Figure 1. Power grid.
The bar under the picture is 50 um long. Pins as bars on the die edge.
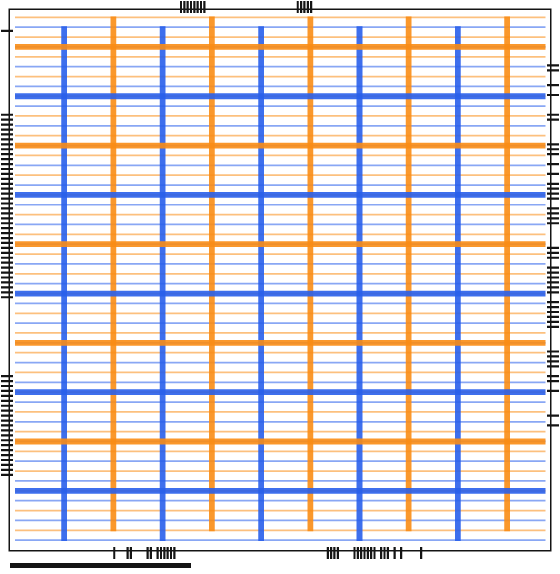
Figure 2. Cells colored by class.
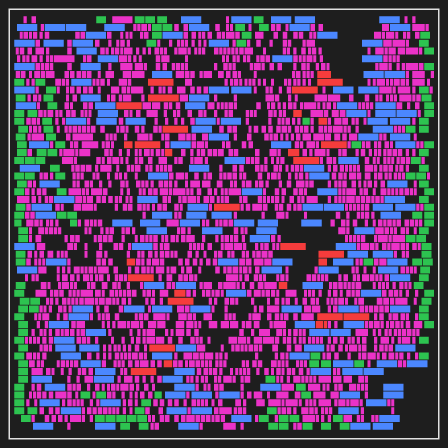
Figure 3. Clock distribution.
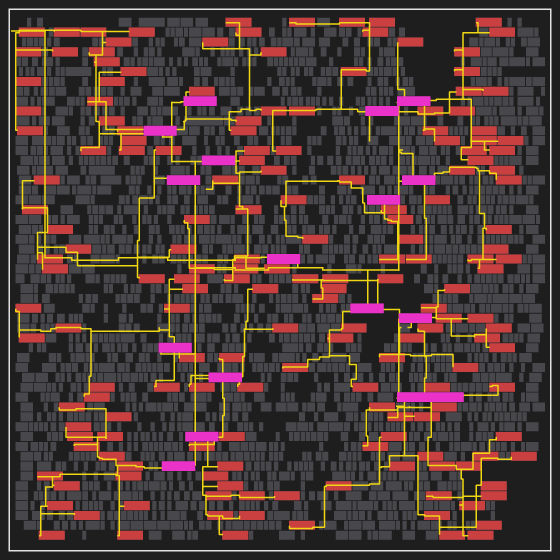
<file path="config.mk">
export PLATFORM = sky130hd
export DESIGN_NAME = sync_trigger_gen
export DESIGN_NICKNAME = d
export VERILOG_FILES = /design/src/rtl/sync_trigger_pkg.sv /design/src/rtl/sync_trigger_ch.sv /design/src/rtl/sync_trigger_gen.sv
export SDC_FILE = /design/constraint.sdc
export NUM_CORES = 1
export LEC_CHECK = 0
export ABC_AREA = 1
export CORE_UTILIZATION = 60
export DETAILED_ROUTE_END_ITERATION = 7
export PLACE_DENSITY = 0.94
export SETUP_SLACK_MARGIN = 0.15
export SYNTH_ARGS = -nofsm -noshare
export SYNTH_HDL_FRONTEND = slang
export SYNTH_SLANG_ARGS = --single-unit
</file>
<file path="constraint.sdc">
create_clock -name CLK -period 7.7 [get_ports CLK]
set_input_delay 2.31 -clock CLK [delete_from_list [all_inputs] [get_ports CLK]]
set_output_delay 2.31 -clock CLK [all_outputs]
set_load 0.01 [all_outputs]
</file>
<file path="src/rtl/sync_trigger_pkg.sv">
// Shared types and constants for the sync/trigger generator: channel FSM encoding
// and the saturating missed-trigger counter.
package sync_trigger_pkg;

    typedef enum logic [1:0] {
        StIdle = 2'd0,
        StDly  = 2'd1,
        StHigh = 2'd2
    } ch_state_e;

    localparam int unsigned MissedWidth = 8;
    localparam logic [MissedWidth-1:0] MissedSat = {MissedWidth{1'b1}};
    localparam logic [MissedWidth-1:0] MissedOne = MissedWidth'(1);

    function automatic logic [MissedWidth-1:0] missed_inc(input logic [MissedWidth-1:0] v);
        return (v == MissedSat) ? v : v + MissedOne;
    endfunction

endpackage

</file>
<file path="src/rtl/sync_trigger_ch.sv">
// One sync/trigger channel: synchroniser with edge strobe, prescaler, pulse-train FSM
// and saturating missed-trigger counter.
module sync_trigger_ch
    import sync_trigger_pkg::*;
#(
    parameter int unsigned CntWidth = 16,
    parameter int unsigned PreWidth = 8
) (
    input  logic                   clk_i,
    input  logic                   rst_ni,
    input  logic                   sync_i,
    input  logic                   en_i,
    input  logic                   sw_start_i,
    input  logic [CntWidth-1:0]    delay_i,
    input  logic [CntWidth-1:0]    width_i,
    input  logic [CntWidth-1:0]    repeat_i,
    input  logic [PreWidth-1:0]    prescale_i,
    input  logic                   clear_missed_i,
    output logic                   strobe_o,
    output logic                   pulse_o,
    output logic                   busy_o,
    output logic [MissedWidth-1:0] missed_cnt_o
);

    localparam logic [CntWidth-1:0] CntOne = CntWidth'(1);
    localparam logic [PreWidth-1:0] PreOne = PreWidth'(1);

    logic sync1_q, sync2_q, hist_q, strobe_q;

    always_ff @(posedge clk_i) begin
        if (!rst_ni) begin
            sync1_q  <= 1'b0;
            sync2_q  <= 1'b0;
            hist_q   <= 1'b0;
            strobe_q <= 1'b0;
        end else begin
            sync1_q  <= sync_i;
            sync2_q  <= sync1_q;
            hist_q   <= sync2_q;
            strobe_q <= sync2_q & ~hist_q;
        end
    end

    logic [PreWidth-1:0] pre_cnt_q;
    logic                pre_hit;
    logic                pre_fire;
    logic                trigger;

    // >= rather than == so a prescale lowered mid-count fires instead of wrapping.
    assign pre_hit  = (pre_cnt_q >= prescale_i);
    assign pre_fire = strobe_q & pre_hit;
    assign trigger  = (pre_fire | sw_start_i) & en_i;

    always_ff @(posedge clk_i) begin
        if (!rst_ni) begin
            pre_cnt_q <= '0;
        end else if (!en_i) begin
            pre_cnt_q <= '0;
        end else if (strobe_q) begin
            pre_cnt_q <= pre_hit ? '0 : pre_cnt_q + PreOne;
        end
    end

    ch_state_e           state_q;
    logic [CntWidth-1:0] cnt_q;
    logic [CntWidth-1:0] delay_q;
    logic [CntWidth-1:0] width_q;
    logic [CntWidth-1:0] rep_q;
    logic                pulse_q;
    logic                busy_q;
    logic [CntWidth-1:0] width_eff;

    assign width_eff = (width_i == '0) ? CntOne : width_i;

    always_ff @(posedge clk_i) begin
        if (!rst_ni) begin
            state_q <= StIdle;
            cnt_q   <= '0;
            delay_q <= '0;
            width_q <= '0;
            rep_q   <= '0;
            pulse_q <= 1'b0;
            busy_q  <= 1'b0;
        end else if (!en_i) begin
            state_q <= StIdle;
            pulse_q <= 1'b0;
            busy_q  <= 1'b0;
        end else begin
            unique case (state_q)
                StIdle: begin
                    if (trigger) begin
                        // Config is captured here so later port changes cannot disturb the run.
                        delay_q <= delay_i;
                        width_q <= width_eff;
                        rep_q   <= repeat_i;
                        busy_q  <= 1'b1;
                        if (delay_i != '0) begin
                            state_q <= StDly;
                            cnt_q   <= delay_i - CntOne;
                        end else begin
                            state_q <= StHigh;
                            cnt_q   <= width_eff - CntOne;
                            pulse_q <= 1'b1;
                        end
                    end
                end
                StDly: begin
                    if (cnt_q == '0) begin
                        state_q <= StHigh;
                        cnt_q   <= width_q - CntOne;
                        pulse_q <= 1'b1;
                    end else begin
                        cnt_q <= cnt_q - CntOne;
                    end
                end
                StHigh: begin
                    if (cnt_q != '0) begin
                        cnt_q <= cnt_q - CntOne;
                    end else if (rep_q == '0) begin
                        state_q <= StIdle;
                        pulse_q <= 1'b0;
                        busy_q  <= 1'b0;
                    end else begin
                        rep_q <= rep_q - CntOne;
                        if (delay_q != '0) begin
                            state_q <= StDly;
                            cnt_q   <= delay_q - CntOne;
                            pulse_q <= 1'b0;
                        end else begin
                            cnt_q <= width_q - CntOne;
                        end
                    end
                end
                default: begin
                    state_q <= StIdle;
                    pulse_q <= 1'b0;
                    busy_q  <= 1'b0;
                end
            endcase
        end
    end

    logic [MissedWidth-1:0] missed_q;

    // Clear wins over a coincident rejected trigger.
    always_ff @(posedge clk_i) begin
        if (!rst_ni) begin
            missed_q <= '0;
        end else if (clear_missed_i) begin
            missed_q <= '0;
        end else if (trigger && (state_q != StIdle)) begin
            missed_q <= missed_inc(missed_q);
        end
    end

    assign strobe_o     = strobe_q;
    assign pulse_o      = pulse_q;
    assign busy_o       = busy_q;
    assign missed_cnt_o = missed_q;

endmodule

</file>
<file path="src/rtl/sync_trigger_gen.sv">
// Multi-channel sync/trigger pulse generator; one independent sync_trigger_ch per channel,
// each taking its own slice of the packed configuration buses.
module sync_trigger_gen
    import sync_trigger_pkg::*;
#(
    parameter int unsigned NUM_CH    = 2,
    parameter int unsigned CNT_WIDTH = 16,
    parameter int unsigned PRE_WIDTH = 8
) (
    input  logic                          CLK,
    input  logic                          RST_N,
    input  logic [NUM_CH-1:0]             SYNC_IN,
    input  logic [NUM_CH-1:0]             EN,
    input  logic [NUM_CH-1:0]             SW_START,
    input  logic [NUM_CH*CNT_WIDTH-1:0]   DELAY,
    input  logic [NUM_CH*CNT_WIDTH-1:0]   WIDTH,
    input  logic [NUM_CH*CNT_WIDTH-1:0]   REPEAT,
    input  logic [NUM_CH*PRE_WIDTH-1:0]   PRESCALE,
    input  logic [NUM_CH-1:0]             CLEAR_MISSED,
    output logic [NUM_CH-1:0]             STROBE_OUT,
    output logic [NUM_CH-1:0]             PULSE_OUT,
    output logic [NUM_CH-1:0]             BUSY,
    output logic [NUM_CH*MissedWidth-1:0] MISSED_CNT
);

    for (genvar i = 0; i < NUM_CH; i++) begin : g_ch
        sync_trigger_ch #(
            .CntWidth (CNT_WIDTH),
            .PreWidth (PRE_WIDTH)
        ) u_ch (
            .clk_i          (CLK),
            .rst_ni         (RST_N),
            .sync_i         (SYNC_IN[i]),
            .en_i           (EN[i]),
            .sw_start_i     (SW_START[i]),
            .delay_i        (DELAY[i*CNT_WIDTH +: CNT_WIDTH]),
            .width_i        (WIDTH[i*CNT_WIDTH +: CNT_WIDTH]),
            .repeat_i       (REPEAT[i*CNT_WIDTH +: CNT_WIDTH]),
            .prescale_i     (PRESCALE[i*PRE_WIDTH +: PRE_WIDTH]),
            .clear_missed_i (CLEAR_MISSED[i]),
            .strobe_o       (STROBE_OUT[i]),
            .pulse_o        (PULSE_OUT[i]),
            .busy_o         (BUSY[i]),
            .missed_cnt_o   (MISSED_CNT[i*MissedWidth +: MissedWidth])
        );
    end

endmodule

</file>
==> flow_summary.toml <==
# physical design summary
[worst_setup_path]
critPathBufInv = 2
worstPathCellList = "clkdlybuf4s50_1 > inv_1 > ha_1 > nand2_1 > nor2_1 > nand4_1 > nand3_1 > nand2_1 > nand2_1 > nand2_1 > nand2_2 > nand3_1 > o21ai_0 > a21oi_1"
worst_ep_required_time_ns = 7.99
cp_top_family = "simple AND/OR/NAND/NOR gates"
crit_path_max_incr_delay_ns = 0.74
crit_top_cell = "nand2_1"
cp_data_arrival_time_ns = 5.22
critical_path.reg2reg.endpoint = "g_ch[1].u_ch.rep_q[12]"
worstRegToRegCells = 8

[final_layout]
layoutNonFillerInstCount = 2497
utilization_pct = 71.09

[final_timing]
tightestPinTransition_ns = 1.041
final.setup.tns_ns = 0
timing.final.ws_setup_ns = 2.771
timing.final.crit_share_pct = 64.01
worst_hold_check_slack_ns = 0.3931
maxClockFrequency_mhz = 202.9

[cts]
clk_path_buf_depth = 2
cts-root-buf = "clkbuf_16"
cts-htree-levels = 4
cts_sinks = 176
postCtsSetupRepairBufs = 0

[synth]
ff_type = "dfxtp_1"
synth-area-yosys_sq_um = 12950
ys.flops = 176
synth_cell_types = 52
yosys_cells = 2109
fa_ha_maj_area_share_pct = 4.059
yosys-mux-area-fraction_pct = 0
post_synth_and_or_nand_nor_area_fraction_pct = 35.73

[die]
chip_area_sq_um = 22170
fp_util_pct = 61.40

[worst_hold_path]
holdCritPathClass = "reg -> reg"
destination_of_the_worst_hold_path = "g_ch[0].u_ch.strobe_o"

[detailed_routing]
detail_route.wl_per_cell_um = 15.47
route.detailed.drc = 0

[flow_run]
openroad.warnings = 37

[outcome]
status = "finished clean"

[grt]
grt_usage_pct = 34.99
grt_overflow_total = 0

[pwr]
sequentialPower_mw = 1.04

[placed_design]
numPlacedInstances = 2466
Back to the opening pictures, Figure 1:
color	net
blue	VSS
orange	VDD
rows	53
met5 straps	10
signal pins	144
met1 rails	54
met4 straps	10
largest vdd supply drop: 0.0001473 V
horizontal die dimension: 148.9 um
Core Area: 21090 sq um

Back to the opening pictures, Figure 2:
color	class	cells
green	remaining buffers and delay cells	146
blue	sequential cells	176
magenta	combinational and other logic	1869
red	clock drivers and dummy loads	31
fin area: 14990 sq um
row count: 53

Back to the opening pictures, Figure 3:
[magenta] clock drivers | count: 17
[yellow] clock wires | length: 2400 um
[red] flip-flops | count: 176
flops lie	all over the die
Clock Power Share: 30.3%
power attributed to the clock group: 0.873 mW
worst clock skew: 0.01327 ns
clock insertion delay at the later pin of the skew report: 0.44 ns

[area by class of cell]
type	count	area, sq um	share of cell area [%]
repair buffers	146	1451	9.682
multi-input cells	1577	8001	53.38
clock buffers	19	442.9	2.955
well taps	275	344.1	2.295
flip-flops and latches	176	3523	23.50
inverters	292	1099	7.328
clock inverters	12	128.9	0.8597
[layout by cell type (no fill, tap or decap), types with 20 or more instances in the layout]
cell type        instances
o21ai_0                148
nor3_1                  23
o21ai_1                 29
a21oi_1                181
inv_1                  273
ha_1                    42
dfxtp_1                176
nor2_1                 282
xor2_1                  65
nand2_1                478
nand3_1                166
clkdlybuf4s50_1        142
nand4_1                 20
[cell usage after synthesis (all sizes together), types with 2 or more instances]
cell type | number | share of area, %
nand2 | 499 | 15
nor2 | 307 | 9.9
inv | 291 | 8.5
a21oi | 184 | 7.2
o21ai | 181 | 7.2
dfxtp | 176 | 27
nand3 | 170 | 6.7
xor2 | 65 | 4.4
ha | 42 | 4.1
clkbuf | 34 | 0.99
buf | 30 | 1.5
nor3 | 26 | 1.1
nand4 | 22 | 1.2
o221ai | 13 | 0.88
nand3b | 12 | 0.72
xnor2 | 9 | 0.61
nor4 | 7 | 0.34
o21bai | 7 | 0.55
o211ai | 6 | 0.35
a31oi | 4 | 0.19
and3 | 4 | 0.19
nor3b | 4 | 0.23
o31ai | 4 | 0.23
a211oi | 2 | 0.12
and2 | 2 | 0.097
o21a | 2 | 0.12
or2 | 2 | 0.097
[layer usage]
layer	wire, um	track usage [%]	share of wire, %
met3	3691	6.055	9.6
met1	17020	48.23	44
met2	17110	55.86	44
met4	801	9.898	2.1
met5	0	0	0
No activity file was given, so power comes from the tool's default toggle rates.
